$ cat src/rtl/tdm_burst_packer.sv
// rtl/tdm_burst_packer.sv - de-interleaves a TDM sample stream into per-lane FIFOs and emits fixed-length bursts
//
// Ports:
//   clk, rst        rising-edge clock, asynchronous active-low reset
//   din, din_valid  interleaved sample stream (lane 0, lane 1, ...)
//   slot_sync       with din_valid, forces the current sample into lane 0
//   dout, dout_lane burst data (head of the selected lane FIFO) and its lane ID
//   dout_valid/_ready/_last  burst handshake, last marks the final beat
//   overflow        sticky per-lane drop flags, cleared only by reset
module tdm_burst_packer #(
  parameter int DATA_WIDTH = 16,
  parameter int NUM_LANES  = 2,
  parameter int FIFO_DEPTH = 16,
  parameter int BURST_LEN  = 4
) (
  input  logic                         clk,
  input  logic                         rst,
  input  logic [DATA_WIDTH-1:0]        din,
  input  logic                         din_valid,
  input  logic                         slot_sync,
  output logic [DATA_WIDTH-1:0]        dout,
  output logic [$clog2(NUM_LANES)-1:0] dout_lane,
  output logic                         dout_valid,
  input  logic                         dout_ready,
  output logic                         dout_last,
  output logic [NUM_LANES-1:0]         overflow
);

  localparam int LW = $clog2(NUM_LANES);
  localparam int PW = $clog2(FIFO_DEPTH);
  localparam int CW = PW + 1;
  localparam int BW = $clog2(BURST_LEN);

  typedef enum logic {S_IDLE, S_BURST} state_t;

  state_t                 state_q, state_d;
  logic [LW-1:0]          slot_q, slot_d;
  logic [LW-1:0]          lane_q, lane_d;
  logic [LW-1:0]          last_lane_q, last_lane_d;
  logic [BW-1:0]          beat_q, beat_d;
  logic                   last_q, last_d;
  logic [NUM_LANES-1:0]   ovf_q, ovf_d;
  logic [PW-1:0]          wptr_q [NUM_LANES];
  logic [PW-1:0]          wptr_d [NUM_LANES];
  logic [PW-1:0]          rptr_q [NUM_LANES];
  logic [PW-1:0]          rptr_d [NUM_LANES];
  logic [CW-1:0]          cnt_q  [NUM_LANES];
  logic [CW-1:0]          cnt_d  [NUM_LANES];
  logic [DATA_WIDTH-1:0]  mem_q  [NUM_LANES][FIFO_DEPTH];

  logic [LW-1:0]          wr_lane;
  logic [NUM_LANES-1:0]   full;
  logic [NUM_LANES-1:0]   wr_en;
  logic [NUM_LANES-1:0]   rd_en;
  logic [LW-1:0]          cand;
  logic                   found;

  // Slot counter and lane FIFO bookkeeping. Lane counts are a power of two,
  // so the slot increment wraps on its own. Full uses the registered count,
  // so a same-cycle read never makes room for the incoming sample.
  always_comb begin
    wr_lane = slot_sync ? '0 : slot_q;
    slot_d  = slot_q;
    if (din_valid) begin
      slot_d = wr_lane + LW'(1);
    end
    for (int l = 0; l < NUM_LANES; l++) begin
      full[l]   = (cnt_q[l] == CW'(FIFO_DEPTH));
      wr_en[l]  = din_valid && (wr_lane == LW'(l)) && !full[l];
      ovf_d[l]  = ovf_q[l] | (din_valid && (wr_lane == LW'(l)) && full[l]);
      rd_en[l]  = (state_q == S_BURST) && dout_ready && (lane_q == LW'(l));
      wptr_d[l] = wptr_q[l] + PW'(wr_en[l]);
      rptr_d[l] = rptr_q[l] + PW'(rd_en[l]);
      cnt_d[l]  = cnt_q[l] + CW'(wr_en[l]) - CW'(rd_en[l]);
    end
  end

  // Output FSM: round-robin search starts just after the last served lane.
  always_comb begin
    state_d     = state_q;
    lane_d      = lane_q;
    beat_d      = beat_q;
    last_lane_d = last_lane_q;
    found       = 1'b0;
    cand        = '0;
    case (state_q)
      S_IDLE: begin
        for (int i = 0; i < NUM_LANES; i++) begin
          cand = last_lane_q + LW'(1) + LW'(i);
          if (!found && (cnt_q[cand] >= CW'(BURST_LEN))) begin
            found  = 1'b1;
            lane_d = cand;
          end
        end
        if (found) begin
          state_d = S_BURST;
          beat_d  = '0;
        end
      end
      S_BURST: begin
        if (dout_ready) begin
          if (beat_q == BW'(BURST_LEN - 1)) begin
            state_d     = S_IDLE;
            last_lane_d = lane_q;
          end else begin
            beat_d = beat_q + BW'(1);
          end
        end
      end
      default: state_d = S_IDLE;
    endcase
    last_d = (state_d == S_BURST) && (beat_d == BW'(BURST_LEN - 1));
  end

  always_ff @(posedge clk or negedge rst) begin
    if (!rst) begin
      state_q     <= S_IDLE;
      slot_q      <= '0;
      lane_q      <= '0;
      last_lane_q <= LW'(NUM_LANES - 1);
      beat_q      <= '0;
      last_q      <= 1'b0;
      ovf_q       <= '0;
      for (int l = 0; l < NUM_LANES; l++) begin
        wptr_q[l] <= '0;
        rptr_q[l] <= '0;
        cnt_q[l]  <= '0;
      end
    end else begin
      state_q     <= state_d;
      slot_q      <= slot_d;
      lane_q      <= lane_d;
      last_lane_q <= last_lane_d;
      beat_q      <= beat_d;
      last_q      <= last_d;
      ovf_q       <= ovf_d;
      for (int l = 0; l < NUM_LANES; l++) begin
        wptr_q[l] <= wptr_d[l];
        rptr_q[l] <= rptr_d[l];
        cnt_q[l]  <= cnt_d[l];
      end
    end
  end

  // Sample storage carries no reset: pointers and counts define validity.
  always_ff @(posedge clk) begin
    for (int l = 0; l < NUM_LANES; l++) begin
      if (wr_en[l]) begin
        mem_q[l][wptr_q[l]] <= din;
      end
    end
  end

  // First-word-fall-through read; forced to zero outside a burst.
  assign dout       = (state_q == S_BURST) ? mem_q[lane_q][rptr_q[lane_q]] : '0;
  assign dout_lane  = lane_q;
  assign dout_valid = (state_q == S_BURST);
  assign dout_last  = last_q;
  assign overflow   = ovf_q;

endmodule

$ cat config.mk
export PLATFORM = sky130hd
export DESIGN_NAME = tdm_burst_packer
export DESIGN_NICKNAME = d
export VERILOG_FILES = /design/src/rtl/tdm_burst_packer.sv
export SDC_FILE = /design/constraint.sdc
export NUM_CORES = 1
export LEC_CHECK = 0
export ABC_AREA = 0
export CORE_AREA = 2 2 145 288
export CTS_CLUSTER_DIAMETER = 60
export DETAILED_ROUTE_END_ITERATION = 10
export DIE_AREA = 0 0 147 290
export PLACE_DENSITY = 0.73
export SLEW_MARGIN = 20
export SYNTH_ARGS = -nofsm -noshare
export SYNTH_HDL_FRONTEND = slang
export SYNTH_SLANG_ARGS = --single-unit
$ cat constraint.sdc
create_clock -name clk -period 3 [get_ports clk]
set_input_delay 0.75 -clock clk [delete_from_list [all_inputs] [get_ports clk]]
set_output_delay 0.75 -clock clk [all_outputs]
set_load 0.005 [all_outputs]
### Met2 routing, run 1

Cells faint in the background.
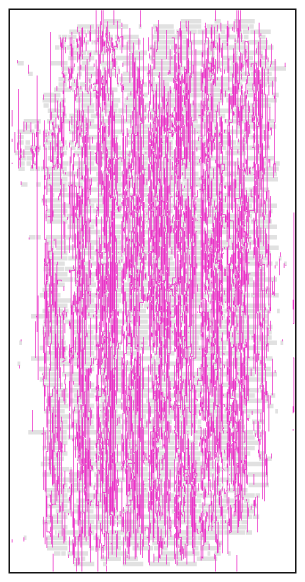
- main direction: vertical
- nets with wire on the layer: 1,319

### Congestion heat map, run 1

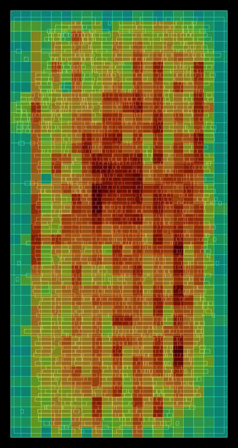
WL per Instance: 27.6 microns
overall global routing resource usage: 26.3%
global routing usage on met2: 48.2%
gr busiest metal: met2
utilization after layout: 65.9%

==> ds_physical_params.txt, run 1 <==
Characteristics after synthesis and place and route

Parameter                              Value

Status
  Outcome    finished with violations
  Violated checks    negative setup slack

Die
  Placeable Area    0.0403 sq mm
  Rows    104
  Fp_density    between 50% and 60%
  Die Wd    147 microns

Critical path
  Crit end category    output pin
  Path depth of the worst reg2reg path    11
  Endpoint of the most critical setup path    dout[13]
  Type of the worst setup path    reg -> out
  Worst path depth    9
  Startpoint of the worst-slack reg-to-reg timing path    dout_lane$_DFFE_PN0P_
  Maximum cell stage delay along the critical path    around 0.55 ns
  Worst reg2reg endpoint    cnt_q[4]$_DFF_PN0_
  Total buffers and inverters traversed by the critical path    5
  Slowest cell on the critical path    sky130_fd_sc_hd__dfrtp_4
  Crit path from    dout_lane$_DFFE_PN0P_
  Arrival time of the worst setup path    between 2 and 3 ns
  Family of cells with the greatest summed delay on the critical path    buffers and inverters
  Startpoint type of the worst setup path    flip-flop
  Register-to-register path setup slack    roughly 0.42 ns
  Worst EP required    between 2 and 2.5 ns

Global routing
  First-pass GRT wire length    roughly 81 mm
  Vias in the first global route    12,872
  Overall overflow remaining after global route    0
  Antenna violations before repair    0
  Largest net degree at the start of global routing    36

Power and ir drop
  Power dissipated in sequential cells    between 9000 and 10,000 uW
  Reported leakage power    about 0.0092 uW
  Power attributed to the clock group    5640 uW
  Highest-power group    combinational logic
  Pwr dens    around 940 mW/mm^2
  Proportion of power drawn by flip-flops and latches    37.9%
  Cell-internal power    about 17,000 uW
  Proportion of power drawn by combinational gates    a little under 40%
  Power dissipated by switching net loads    between 8000 and 9000 uW
  Worst IR Drop VDD    around 450 uV
  Switching share of total power    33.1%
  Power share of the clock group    22.7%

Layout
  Layout cell share with drive strength beyond 1    27.5%
  Sequential cell area    approximately 0.016 sq mm
  Relative area change from synthesis to final layout    21.4%
  Comb area    around 0.0056 sq mm
  Ant diodes    0
  Net count of the finished layout    roughly 1,500
  Finished Layout Cells    ~2,000
  Number of fill cells    2,677

Final timing
  Worst setup skew after layout    0.0237 ns
  Final min period    roughly 3.5 ns
  Number of hold-slack violations in the final timing report    0
  Final setup violation count    16
  Final max-slew violation count    0
  Highest attainable clock frequency    between 200 and 300 MHz
  Final TNS setup    -6.38 ns
  Setup slack after layout    -0.485 ns
  Worst hold slack    ~0.30 ns
  Tightest slew margin relative to the limit    between 40 and 50%
  Transition at the pin with the smallest max-transition slack    around 0.85 ns

Logic synthesis
  Avg Inst Size Synth    around 18 sq um
  EDFF count, synth    512
  Cell with the most instances after synthesis    sky130_fd_sc_hd__edfxtp_1
  Top cells, area    sky130_fd_sc_hd__edfxtp_1 70%, sky130_fd_sc_hd__mux2i_1 5.5%, sky130_fd_sc_hd__dfrtp_1 3.9%, sky130_fd_sc_hd__mux4_2 3.0%, sky130_fd_sc_hd__a211oi_1 1.9%
  Commonest cells post-synth    512 x sky130_fd_sc_hd__edfxtp_1, 120 x sky130_fd_sc_hd__mux2i_1, 75 x sky130_fd_sc_hd__nand2_1
  Post-synthesis register bit count    547
  Synthesized net count    about 1,300
  Synth warn    0
  Post-synthesis cell type count    around 64
  Most common reg cell    sky130_fd_sc_hd__edfxtp_1

Clock network
  Bufs on Longest Clock Path    3
  TritonCTS clock tree    done
  Count of hold buffers inserted by post-cts repair    0
  Sink count of the clock tree    547
  Insertion delay of the later-clocked pin in the worst-skew pair    about 0.57 ns

Placed design
  Placer congestion estimate    around 0.97
  Number of I/O port buffers    41
  DP Worst Slack    -0.618 ns
  Hpwl dp    between 30 and 40 mm

Drt
  Total wirelength of the detailed-routed design    roughly 56 mm
  Post-detailed-route count of antenna-violating nets    0
  Vias post-DR    around 12,000
  Detailed Route Iter0 Violations    1,182

Run
  Number of maximum-capacitance constraint violations    0
  Stage-log warning count    30

Worst hold path
  Min-delay worst type    in -> async
### M1 wires, run 1

Supply wires on this layer in gray. Cells faint in the background.
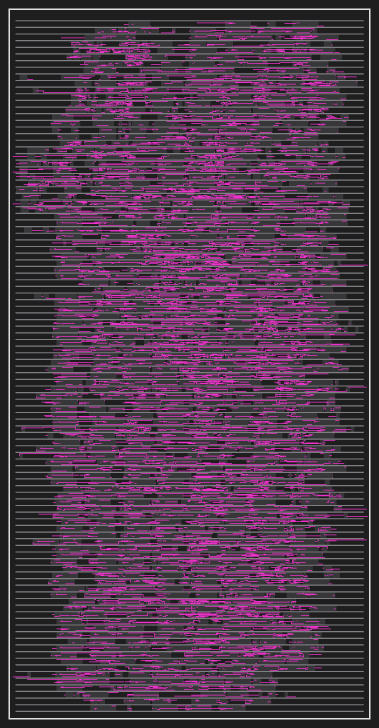
- longest straight run: 53.4 microns
- wire length on this layer: 18,300 microns
- nets with wire on the layer: 1,429
- main direction: horizontal

[run 1: cells in the final DEF (no fill, tap or decap), types with 7 or more instances in the layout]
cell / instances
sky130_fd_sc_hd__xnor2_1: 8
sky130_fd_sc_hd__mux4_2: 33
sky130_fd_sc_hd__nand2b_1: 7
sky130_fd_sc_hd__buf_6: 20
sky130_fd_sc_hd__a211oi_1: 41
sky130_fd_sc_hd__a211oi_2: 12
sky130_fd_sc_hd__nand3_1: 10
sky130_fd_sc_hd__clkbuf_16: 47
sky130_fd_sc_hd__nor3_2: 8
sky130_fd_sc_hd__nor2b_1: 30
sky130_fd_sc_hd__buf_2: 17
sky130_fd_sc_hd__inv_1: 15
sky130_fd_sc_hd__xor2_1: 9
sky130_fd_sc_hd__nand4_1: 16
sky130_fd_sc_hd__o22ai_1: 23
sky130_fd_sc_hd__clkdlybuf4s50_1: 24
sky130_fd_sc_hd__clkbuf_1: 9
sky130_fd_sc_hd__a22oi_2: 14
sky130_fd_sc_hd__buf_12: 49
sky130_fd_sc_hd__o21ai_1: 8
sky130_fd_sc_hd__mux2i_4: 7
sky130_fd_sc_hd__a21oi_1: 24
sky130_fd_sc_hd__nor2_1: 35
sky130_fd_sc_hd__mux2_2: 8
sky130_fd_sc_hd__o22a_1: 10
sky130_fd_sc_hd__nand2_1: 75
sky130_fd_sc_hd__buf_4: 125
sky130_fd_sc_hd__clkinv_1: 11
sky130_fd_sc_hd__mux2i_1: 113
sky130_fd_sc_hd__dfrtp_1: 29
sky130_fd_sc_hd__edfxtp_1: 512
sky130_fd_sc_hd__ha_1: 20
[run 1: sequential cells by signal, summed over array words and instances (netlist names)]
register,count
dout_valid,1
mem_q,512
overflow,2
rptr_q,8
wptr_q,8
cnt_q,10
dout_lane,1
last_lane_q,1
dout_last,1
slot_q,1
beat_q,2
[run 1: kinds of logic (layout without fill, tap and decap cells)]
kind of cell,count (synthesis),in the layout,share of synthesized area (%)
compound gates,180,180,5.75
xor+xnor,17,17,0.680
fa+ha+maj,22,22,1.33
buf+inv,79,335,2.35
flops,547,547,74.2
mux,169,169,10.1
simple gates,237,237,5.55
[run 1: metal layers]
layer	share of wire, %	track usage (%)	up-vias
met2	55	48.2	584
met5	0	0	-
li1	-	-	5412
met4	6.6	15.8	0
met1	33	28.8	6318
met3	5.7	3.16	179
[run 1: timing repair]
action,CTS,global route
cloned,2,1
pin swaps,37,22
setup buffers,28,6
setup endpoints to repair,16,16
resized,142,53
hold endpoints to repair,0,0
[run 1: area by class of cell]
type | count | share of cell area, %
Sequential cell | 547 | 61.2
Multi-Input combinational cell | 625 | 21.1
Timing Repair Buffer | 241 | 9.72
Clock buffer | 55 | 4.46
Tap cell | 530 | 2.50
Clock inverter | 24 | 0.767
Inverter | 15 | 0.212
[run 1: through the flow]
stage | utilization [%] | instance area, sq um | power (uW)
4_1_cts | 65.2 | 26300 | 24500
3_5_place_dp | 60.6 | 24400 | 18300
6_report | 65.9 | 26600 | 24900
2_1_floorplan | - | 21900 | 14400
5_1_grt | 65.9 | 26600 | 25800
3_3_place_gp | 60.6 | 24400 | 18100
### Where the registers sit, run 1

Other sequential cells in the stronger gray, the rest of the logic in the fainter gray.
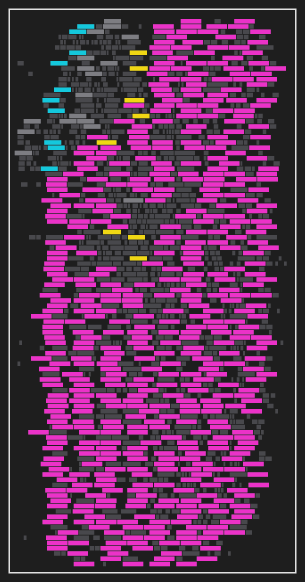

==> run 1 -> run 2 <==
--- a/config.mk
+++ b/config.mk
@@ -10,7 +10,9 @@
 export CTS_CLUSTER_DIAMETER = 60
 export DETAILED_ROUTE_END_ITERATION = 10
 export DIE_AREA = 0 0 147 290
+export GPL_ROUTABILITY_DRIVEN = 0
 export PLACE_DENSITY = 0.73
+export RECOVER_POWER = 25
 export SLEW_MARGIN = 20
 export SYNTH_ARGS = -nofsm -noshare
 export SYNTH_HDL_FRONTEND = slang
### Where the registers sit, run 2

Other sequential cells in the stronger gray, the rest of the logic in the fainter gray.
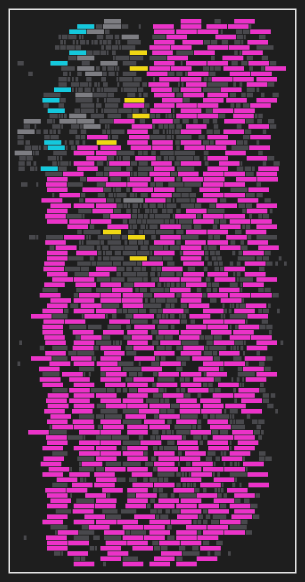
- rptr_q: yellow (placed flops 8; where top center)
- mem_q: magenta (placed flops 512; where widely spread)
- cnt_q: cyan (placed flops 10; where upper left)

==> run 2 against run 1 <==
  * The run ends with max-capacitance violations, max-slew violations, negative setup slack left
  * Core utilization is 0.096 points lower
  * Non-clock buffer count did not move
  * Via count grew 0.30%
  * First-iteration DRC count decreased by 5.1%
  * Critical path depth is the same
  * Die size did not move
  * Sequential share of layout area is 0.089 points higher
  * Final cell count is the same
  * Maximum frequency shrank 0.28%
  * Worst hold slack gained 0.17 ns
  * Cell area shrank 0.15%
  * Critical path type unchanged
  * Highest routed layer unchanged
==> ds_physical_params.txt, run 2 <==
Characteristics after synthesis and place and route

Parameter                              Value

Logic synthesis
  Post-synthesis cell type count    between 60 and 70
  Avg Inst Size Synth    roughly 18 sq um
  EDFF count, synth    512
  XOR/XNOR share of the synthesized area    less than 1%
  Top area contributor share    a little over two thirds
  Cell with the most instances after synthesis    sky130_fd_sc_hd__edfxtp_1
  Commonest cells post-synth    512 x sky130_fd_sc_hd__edfxtp_1, 120 x sky130_fd_sc_hd__mux2i_1, 75 x sky130_fd_sc_hd__nand2_1
  Top cells, area    sky130_fd_sc_hd__edfxtp_1 70%, sky130_fd_sc_hd__mux2i_1 5.5%, sky130_fd_sc_hd__dfrtp_1 3.9%, sky130_fd_sc_hd__mux4_2 3.0%, sky130_fd_sc_hd__a211oi_1 1.9%
  Synth area leader    sky130_fd_sc_hd__edfxtp_1
  Post-synthesis register bit count    approximately 550
  Synthesized-area fraction occupied by ao, oa, aoi and oai cells    5.75%
  Post-synthesis mux area share    10.1%
  Main combinational cell family by area after synthesis    multiplexers
  Most common reg cell    sky130_fd_sc_hd__edfxtp_1
  Synth warn    0
  Ys async rst share    under 10%
  Netlist area before placement    around 0.022 sq mm
  Post-Synthesis Cells    ~1,300
  Yosys adder share    under 10%
  Synthesis area per yosys    0.0219 sq mm
  Simple-Gate Area Share    5.55%
  Sequential share of the synthesized area    between 70 and 80%
  Synthesized net count    1,294
  # Cells Yosys    between 1,000 and 1,500

Final timing
  Number of hold-slack violations in the final timing report    0
  Part of the cycle the worst path needs    116%
  Final max-slew violation count    about 300
  Final min period    about 3.5 ns
  Worst setup skew after layout    about 0.025 ns
  Final setup violation count    16
  Setup slack after layout    -0.494 ns
  Tightest slew margin relative to the limit    -37.3%
  Highest attainable clock frequency    between 200 and 300 MHz
  Setup repair after global routing missed its margin    yes
  Transition at the pin with the smallest max-transition slack    roughly 2.1 ns

Layout
  Layout cell share with drive strength beyond 1    roughly 27%
  Largest register FFs    roughly 510
  Finished Layout Cells    just over 2,000
  Number of fill cells    2,682
  Relative area change from synthesis to final layout    21.2%
  Most common cell after layout, fill and taps aside    sky130_fd_sc_hd__edfxtp_1
  Leading cell types in the layout, fill and taps excluded    512 x sky130_fd_sc_hd__edfxtp_1, 115 x sky130_fd_sc_hd__buf_4, 113 x sky130_fd_sc_hd__mux2i_1
  Ant diodes    0
  Net count of the finished layout    1,517
  Post-Layout Inst Area    ~0.027 sq mm

Clock network
  Sink count of the clock tree    roughly 550
  Clock slew at reported path FFs    about 0.07 ns
  Insertion delay of the later-clocked pin in the worst-skew pair    0.57 ns
  Count of H-tree levels built during CTS    2
  Bufs on Longest Clock Path    3
  Cell at the root of the clock tree    sky130_fd_sc_hd__clkbuf_16
  TritonCTS clock tree    done
  Number of buffers added by the clock tree synthesis step    44

Critical path
  Type of the worst setup path    reg -> out
  Register-to-register path setup slack    0.41 ns
  Worst reg2reg endpoint    cnt_q[4]$_DFF_PN0_
  Startpoint type of the worst setup path    flip-flop
  Arrival time of the worst setup path    about 2.7 ns
  Crit-path max FO    9
  Path depth of the worst reg2reg path    11
  Crit end category    output pin
  Endpoint of the most critical setup path    dout[12]
  Family of cells with the greatest summed delay on the critical path    buffers and inverters
  Worst path depth    9
  Crit path from    dout_lane$_DFFE_PN0P_
  Startpoint of the worst-slack reg-to-reg timing path    dout_lane$_DFFE_PN0P_
  Maximum cell stage delay along the critical path    ~0.55 ns
  Critical-path cell list    buf_12 -> mux2i_4 -> buf_12 -> buf_6 -> buf_16 -> mux4_2 -> a22oi_2 -> nand4_1 -> buf_2
  Total buffers and inverters traversed by the critical path    5
  Worst EP required    around 2.3 ns
  Slowest cell on the critical path    sky130_fd_sc_hd__dfrtp_4
  Most prevalent standard cell on the critical path    sky130_fd_sc_hd__buf_12

Drt
  Total wirelength of the detailed-routed design    roughly 56 mm
  Detailed Route Iter0 Violations    ~1,100
  Detailed-route vias per instance    ~6.2
  Iteration tally of the first detailed-router pass    7
  Vias post-DR    around 13,000
  Post-detailed-route count of antenna-violating nets    0
  WL per Instance    between 20 and 30 microns
  DRC viols    0

Power and ir drop
  Power share of the clock group    between 20% and 30%
  Pwr dens    about 940 mW/mm^2
  Proportion of power drawn by combinational gates    approximately two fifths
  Worst IR Drop VDD    between 400 and 500 uV
  Proportion of power drawn by flip-flops and latches    37.9%
  Power dissipated by switching net loads    roughly 8000 uW
  Switching share of total power    33.1%
  Cell-internal power    16,600 uW
  Reported leakage power    just over 0.009 uW

Die
  Count of boundary I/O pins    42
  Placeable Area    about 0.040 sq mm
  Vertical extent of the die    290 microns
  Rows    roughly 100
  Chip footprint    between 0.04 and 0.05 sq mm
  Die Wd    ~150 microns
  Fp_density    54.3%

Global routing
  Antenna violations before repair    0
  Overall global routing resource usage    between 20% and 30%
  Overall overflow remaining after global route    0
  First-pass GRT wire length    ~80 mm
  Vias in the first global route    around 13,000
  Largest net degree at the start of global routing    36

Status
  Outcome    finished with violations
  Violated checks    max-capacitance violations, max-slew violations, negative setup slack

Worst hold path
  Min-delay worst type    reg -> reg
  Start point of the worst hold path    overflow[1]$_DFF_PN0_
  Number of cells on the worst hold path    1

Run
  Stage-log warning count    30
  Number of maximum-capacitance constraint violations    9

Placed design
  Number of I/O port buffers    roughly 41
  Total placed instance area    between 0.02 and 0.025 sq mm
  Post-Place Cells    just under 2,000
  Hpwl dp    between 30 and 40 mm
  DP Worst Slack    -0.618 ns
## run 2: logic make-up (layout without fill, tap and decap cells)
logic type	Yosys count	in the layout
and+or+nand+nor	237	237
DFF	547	547
muxes	169	169
AOI/OAI and AO/OA	180	180
buffers and inverters	79	335
adders and majority gates	22	22
xor gates and xnor gates	17	17
## run 2: routing by layer
layer / vias to the layer above / global-route usage (%) / part of all wire (%)
li1: 5414 / - / -
met1: 6334 / 28.8 / 32
met2: 602 / 48.2 / 55
met3: 180 / 3.16 / 5.8
met4: 0 / 15.8 / 6.6
met5: - / 0 / 0
## run 2: worst min-delay path by stage
stage | slack (ns) | end
2_1_floorplan | 0.45 | beat_q[0]$_DFF_PN0_
3_3_place_gp | 0.46 | overflow[1]$_DFF_PN0_
3_5_place_dp | 0.46 | overflow[1]$_DFF_PN0_
4_1_cts | 0.32 | dout_valid$_DFF_PN0_
5_1_grt | 0.48 | overflow[1]$_DFF_PN0_
6_report | 0.48 | overflow[1]$_DFF_PN0_
## run 2: what timing repair did
action,in CTS,in global routing
hold buffers,0,0
setup buffers,28,6
endpoints found under the setup margin,16,16
cloned,2,1
pin swaps,37,22
gates resized,142,53
## run 2: worst reg2reg max path, cell delays in order, from the launching register on
cell and delay (ns):
sky130_fd_sc_hd__dfrtp_4 0.55, sky130_fd_sc_hd__buf_8 0.18, sky130_fd_sc_hd__buf_4 0.19, sky130_fd_sc_hd__and3_1 0.22, sky130_fd_sc_hd__ha_1 0.28, sky130_fd_sc_hd__inv_1 0.04
sky130_fd_sc_hd__ha_1 0.20, sky130_fd_sc_hd__fa_1 0.39, sky130_fd_sc_hd__a21oi_1 0.16, sky130_fd_sc_hd__nor2_1 0.06, sky130_fd_sc_hd__nor2_1 0.12, sky130_fd_sc_hd__xnor2_1 0.14
## run 2: power by group through the flow
stage	clock network, uW	registers (uW)	logic (uW)
global route	6000	9490	10300
CTS	5720	9410	9330
finish	5650	9440	9780
floorplan	0	9370	5030
global placement	0	9650	8440
detailed placement	0	9680	8590
## run 2: through the flow
step                hold WS (ns)  utilization [%]  power [uW]  TNS, ns
floorplan                  0.454                -       14400        0
global placement           0.463             60.6       18100    -4.71
detailed placement         0.458             60.6       18300    -5.22
CTS                        0.323             65.2       24500    -6.44
global route               0.483             65.8       25800    -7.46
finish                     0.476             65.8       24900    -6.60
## run 2: area by class of cell
| type | count | area, sq um | share of cell area (%) |
|---|---|---|---|
| flip-flops and latches | 547 | 16300 | 61.3 |
| multi-input cells | 625 | 5620 | 21.2 |
| repair buffers | 241 | 2540 | 9.59 |
| clock buffers | 55 | 1180 | 4.46 |
| well taps | 530 | 663 | 2.50 |
| clock inverters | 24 | 204 | 0.769 |
| inverters | 15 | 56.3 | 0.212 |
### Met2 routing, run 2

Cells faint in the background.
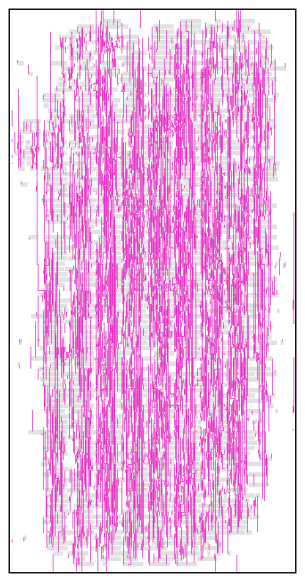

==> run 2 -> run 3 <==
--- a/config.mk
+++ b/config.mk
@@ -6,11 +6,12 @@
 export NUM_CORES = 1
 export LEC_CHECK = 0
 export ABC_AREA = 0
-export CORE_AREA = 2 2 145 288
+export CORE_AREA = 4 4 147 290
 export CTS_CLUSTER_DIAMETER = 60
 export DETAILED_ROUTE_END_ITERATION = 10
-export DIE_AREA = 0 0 147 290
+export DIE_AREA = 0 0 151 294
 export GPL_ROUTABILITY_DRIVEN = 0
+export HOLD_SLACK_MARGIN = 0.08
 export PLACE_DENSITY = 0.73
 export RECOVER_POWER = 25
 export SLEW_MARGIN = 20
### Met2 routing, run 3

Cells faint in the background.
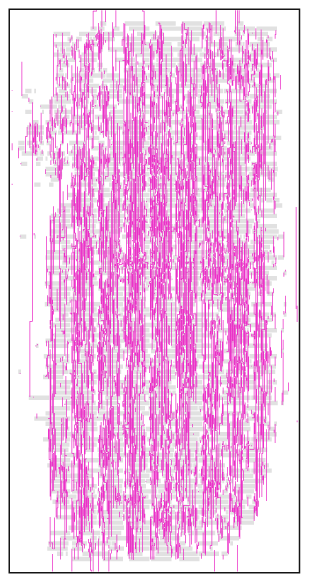
global routing usage on met2: 46.0%
total wirelength of the detailed-routed design: 54.8 mm

==> run 3 against run 2 <==
  * The run still ends with max-capacitance violations, max-slew violations, negative setup slack left
  * Combinational power hardly changed
  * Largest power group unchanged
  * First-iteration DRC count is 1.4% lower
  * Via count decreased by 1.3%
  * Highest routed layer is now met5
  * Critical endpoint is now dout[10]
  * Non-clock buffer count grew 5
  * Worst hold slack gained 0.0086 ns
  * Synthesized cell count unchanged
  * Global-route usage fell by 1.0 points
  * Core utilization down 0.19 points
  * Area after synthesis is the same
  * Largest cell class unchanged
  * Clock skew shrank 0.0096 ns
  * Sequential share of layout area increased by 0.16 points
==> ds_physical_params.txt, run 3 <==
Characteristics after synthesis and place and route

Parameter                              Value

Logic synthesis
  Most common reg cell    sky130_fd_sc_hd__edfxtp_1
  # Cells Yosys    between 1,000 and 1,500
  Netlist area before placement    around 0.022 sq mm
  Top area contributor share    70.2%
  Synthesized net count    around 1,300
  Synthesis area per yosys    around 0.022 sq mm
  XOR/XNOR share of the synthesized area    less than 1%
  Sequential share of the synthesized area    74.2%
  Synth area leader    sky130_fd_sc_hd__edfxtp_1
  Post-synthesis register bit count    roughly 550
  Synth warn    0
  Main combinational cell family by area after synthesis    multiplexers
  Post-synthesis mux area share    about a tenth
  Synthesized-area fraction occupied by ao, oa, aoi and oai cells    about 5.8%
  Top cells, area    sky130_fd_sc_hd__edfxtp_1 70%, sky130_fd_sc_hd__mux2i_1 5.5%, sky130_fd_sc_hd__dfrtp_1 3.9%, sky130_fd_sc_hd__mux4_2 3.0%, sky130_fd_sc_hd__a211oi_1 1.9%
  EDFF count, synth    512
  Avg Inst Size Synth    ~18 sq um
  Yosys adder share    roughly 1.3%
  Cell with the most instances after synthesis    sky130_fd_sc_hd__edfxtp_1
  Commonest cells post-synth    512 x sky130_fd_sc_hd__edfxtp_1, 120 x sky130_fd_sc_hd__mux2i_1, 75 x sky130_fd_sc_hd__nand2_1
  Simple-Gate Area Share    roughly 5.6%
  Post-Synthesis Cells    approximately 1,300

Layout
  Post-Layout Inst Area    between 0.02 and 0.03 sq mm
  Number of fill cells    roughly 2,700
  Largest register FFs    512
  Net count of the finished layout    1,522
  Most common cell after layout, fill and taps aside    sky130_fd_sc_hd__edfxtp_1
  Comb area    around 0.0055 sq mm
  Sequential cell area    roughly 0.016 sq mm
  Layout cell share with drive strength beyond 1    roughly a quarter

Drt
  WL per Instance    roughly 27 microns
  Detailed-route vias per instance    between 6 and 7
  Vias post-DR    roughly 12,000
  Post-detailed-route count of antenna-violating nets    0
  Iteration tally of the first detailed-router pass    5
  DRC viols    0
  Detailed Route Iter0 Violations    approximately 1,100

Critical path
  Slowest cell on the critical path    sky130_fd_sc_hd__dfrtp_4
  Crit end category    output pin
  Startpoint type of the worst setup path    flip-flop
  Path depth of the worst reg2reg path    14
  Family of cells with the greatest summed delay on the critical path    buffers and inverters
  Total buffers and inverters traversed by the critical path    5
  Worst reg2reg endpoint    cnt_q[4]$_DFF_PN0_
  Startpoint of the worst-slack reg-to-reg timing path    cnt_q[2]$_DFF_PN0_
  Most prevalent standard cell on the critical path    sky130_fd_sc_hd__buf_12
  Worst path depth    9
  Crit path from    dout_lane$_DFFE_PN0P_
  Maximum cell stage delay along the critical path    0.53 ns
  Critical-path cell list    buf_12 -> mux2i_4 -> buf_12 -> buf_12 -> mux4_2 -> a22oi_2 -> buf_4 -> nand4_1 -> buf_2
  Type of the worst setup path    reg -> out
  Crit-path max FO    10
  Endpoint of the most critical setup path    dout[10]

Final timing
  Number of hold-slack violations in the final timing report    0
  Part of the cycle the worst path needs    116%
  Setup slack after layout    -0.474 ns
  Worst setup skew after layout    0.0155 ns
  Final setup violation count    16
  Transition at the pin with the smallest max-transition slack    around 2.2 ns
  Final max-slew violation count    between 300 and 400
  Highest attainable clock frequency    approximately 290 MHz
  Tightest slew margin relative to the limit    -43.4%
  Final min period    around 3.5 ns
  Setup repair after global routing missed its margin    yes

Clock network
  Sink count of the clock tree    ~550
  Clock slew at reported path FFs    about 0.07 ns
  Cell at the root of the clock tree    sky130_fd_sc_hd__clkbuf_16
  Number of buffers added by the clock tree synthesis step    approximately 44
  TritonCTS clock tree    done
  Bufs on Longest Clock Path    3
  Count of H-tree levels built during CTS    2

Placed design
  Hpwl dp    34.7 mm
  Total placed instance area    roughly 0.024 sq mm

Die
  Fp_density    a little over half
  Vertical extent of the die    between 200 and 300 microns
  Rows    ~100
  Die Wd    151 microns
  Placeable Area    between 0.04 and 0.05 sq mm

Power and ir drop
  Pwr dens    944 mW/mm^2
  Switching share of total power    32.6%
  Reported leakage power    about 0.0092 uW
  Cell-internal power    between 15,000 and 20,000 uW
  Proportion of power drawn by flip-flops and latches    a little under two fifths
  Worst IR Drop VDD    around 500 uV
  Post-layout power    ~25,000 uW
  Proportion of power drawn by combinational gates    between 30% and 40%
  Power share of the clock group    23.1%

Status
  Violated checks    max-capacitance violations, max-slew violations, negative setup slack
  Outcome    finished with violations

Global routing
  First-pass GRT wire length    81.1 mm
  Vias in the first global route    13,005
  Overall global routing resource usage    roughly 25%
  Overall overflow remaining after global route    0

Worst hold path
  Start point of the worst hold path    overflow[1]$_DFF_PN0_
  Min-delay worst type    reg -> reg

Run
  Number of maximum-capacitance constraint violations    10
run 3: cell counts after synthesis:
Identical to the previous run, type by type.
run 3: cell families (layout without fill, tap and decap cells):
family	after synthesis	in the layout
muxes	169	169
DFF	547	547
AOI/OAI and AO/OA	180	180
xor gates and xnor gates	17	17
adders and majority gates	22	22
and+or+nand+nor	237	237
buffers and inverters	79	342
run 3: through the flow:
step | util, % | hold WS (ns) | setup slack [ns] | cells | setup TNS (ns)
finish | 65.6 | 0.485 | -0.474 | 2044 | -6.68
floorplan | - | 0.454 | 0.143 | 1251 | 0
global route | 65.6 | 0.507 | -0.551 | 2044 | -7.96
CTS | 65.6 | 0.329 | -0.449 | 2042 | -6.32
detailed placement | 60.4 | 0.471 | -0.634 | 1925 | -4.60
global placement | 60.4 | 0.464 | -0.661 | 1925 | -4.20
run 3: power groups by stage:
| stage | clock network, uW | logic [uW] | registers (uW) |
|---|---|---|---|
| 2_1_floorplan | 0 | 5030 | 9370 |
| 3_3_place_gp | 0 | 8340 | 9590 |
| 3_5_place_dp | 0 | 8540 | 9620 |
| 4_1_cts | 5810 | 9710 | 9400 |
| 5_1_grt | 6140 | 10400 | 9460 |
| 6_report | 5760 | 9800 | 9410 |
run 3: how the worst min path moves through the flow:
stage                                        to  slack (ns)
after detailed placement  overflow[1]$_DFF_PN0_        0.47
after global routing      overflow[1]$_DFF_PN0_        0.51
after global placement    overflow[1]$_DFF_PN0_        0.46
final                     overflow[1]$_DFF_PN0_        0.48
after CTS                   rptr_q[3]$_DFF_PN0_        0.33
after floorplan             beat_q[0]$_DFF_PN0_        0.45
run 3: timing repair:
item	CTS	global route
setup endpoints to repair	16	16
pin swaps	40	10
gates resized	143	9
cloned	4	0
hold endpoints to repair	0	0
setup buffers	33	2
hold buffers	0	0
run 3: layout make-up:
type                    instances  area share [%]
flip-flops and latches        547            61.5
clock buffers                  53            4.44
well taps                     530            2.51
inverters                      15           0.213
clock inverters                28           0.960
repair buffers                246            9.79
multi-input cells             625            20.6
run 3: metal layers:
layer / global-route usage (%) / vias to the layer above / wire length [microns] / share of wire [%]
met2: 46.0 / 519 / 30000 / 55
li1: - / 5417 / - / -
met1: 28.2 / 6246 / 18400 / 34
met5: 0 / - / 12 / 0.022
met3: 3.28 / 177 / 2850 / 5.2
met4: 13.4 / 2 / 3500 / 6.4
Power is estimated from default activity; no workload was simulated.
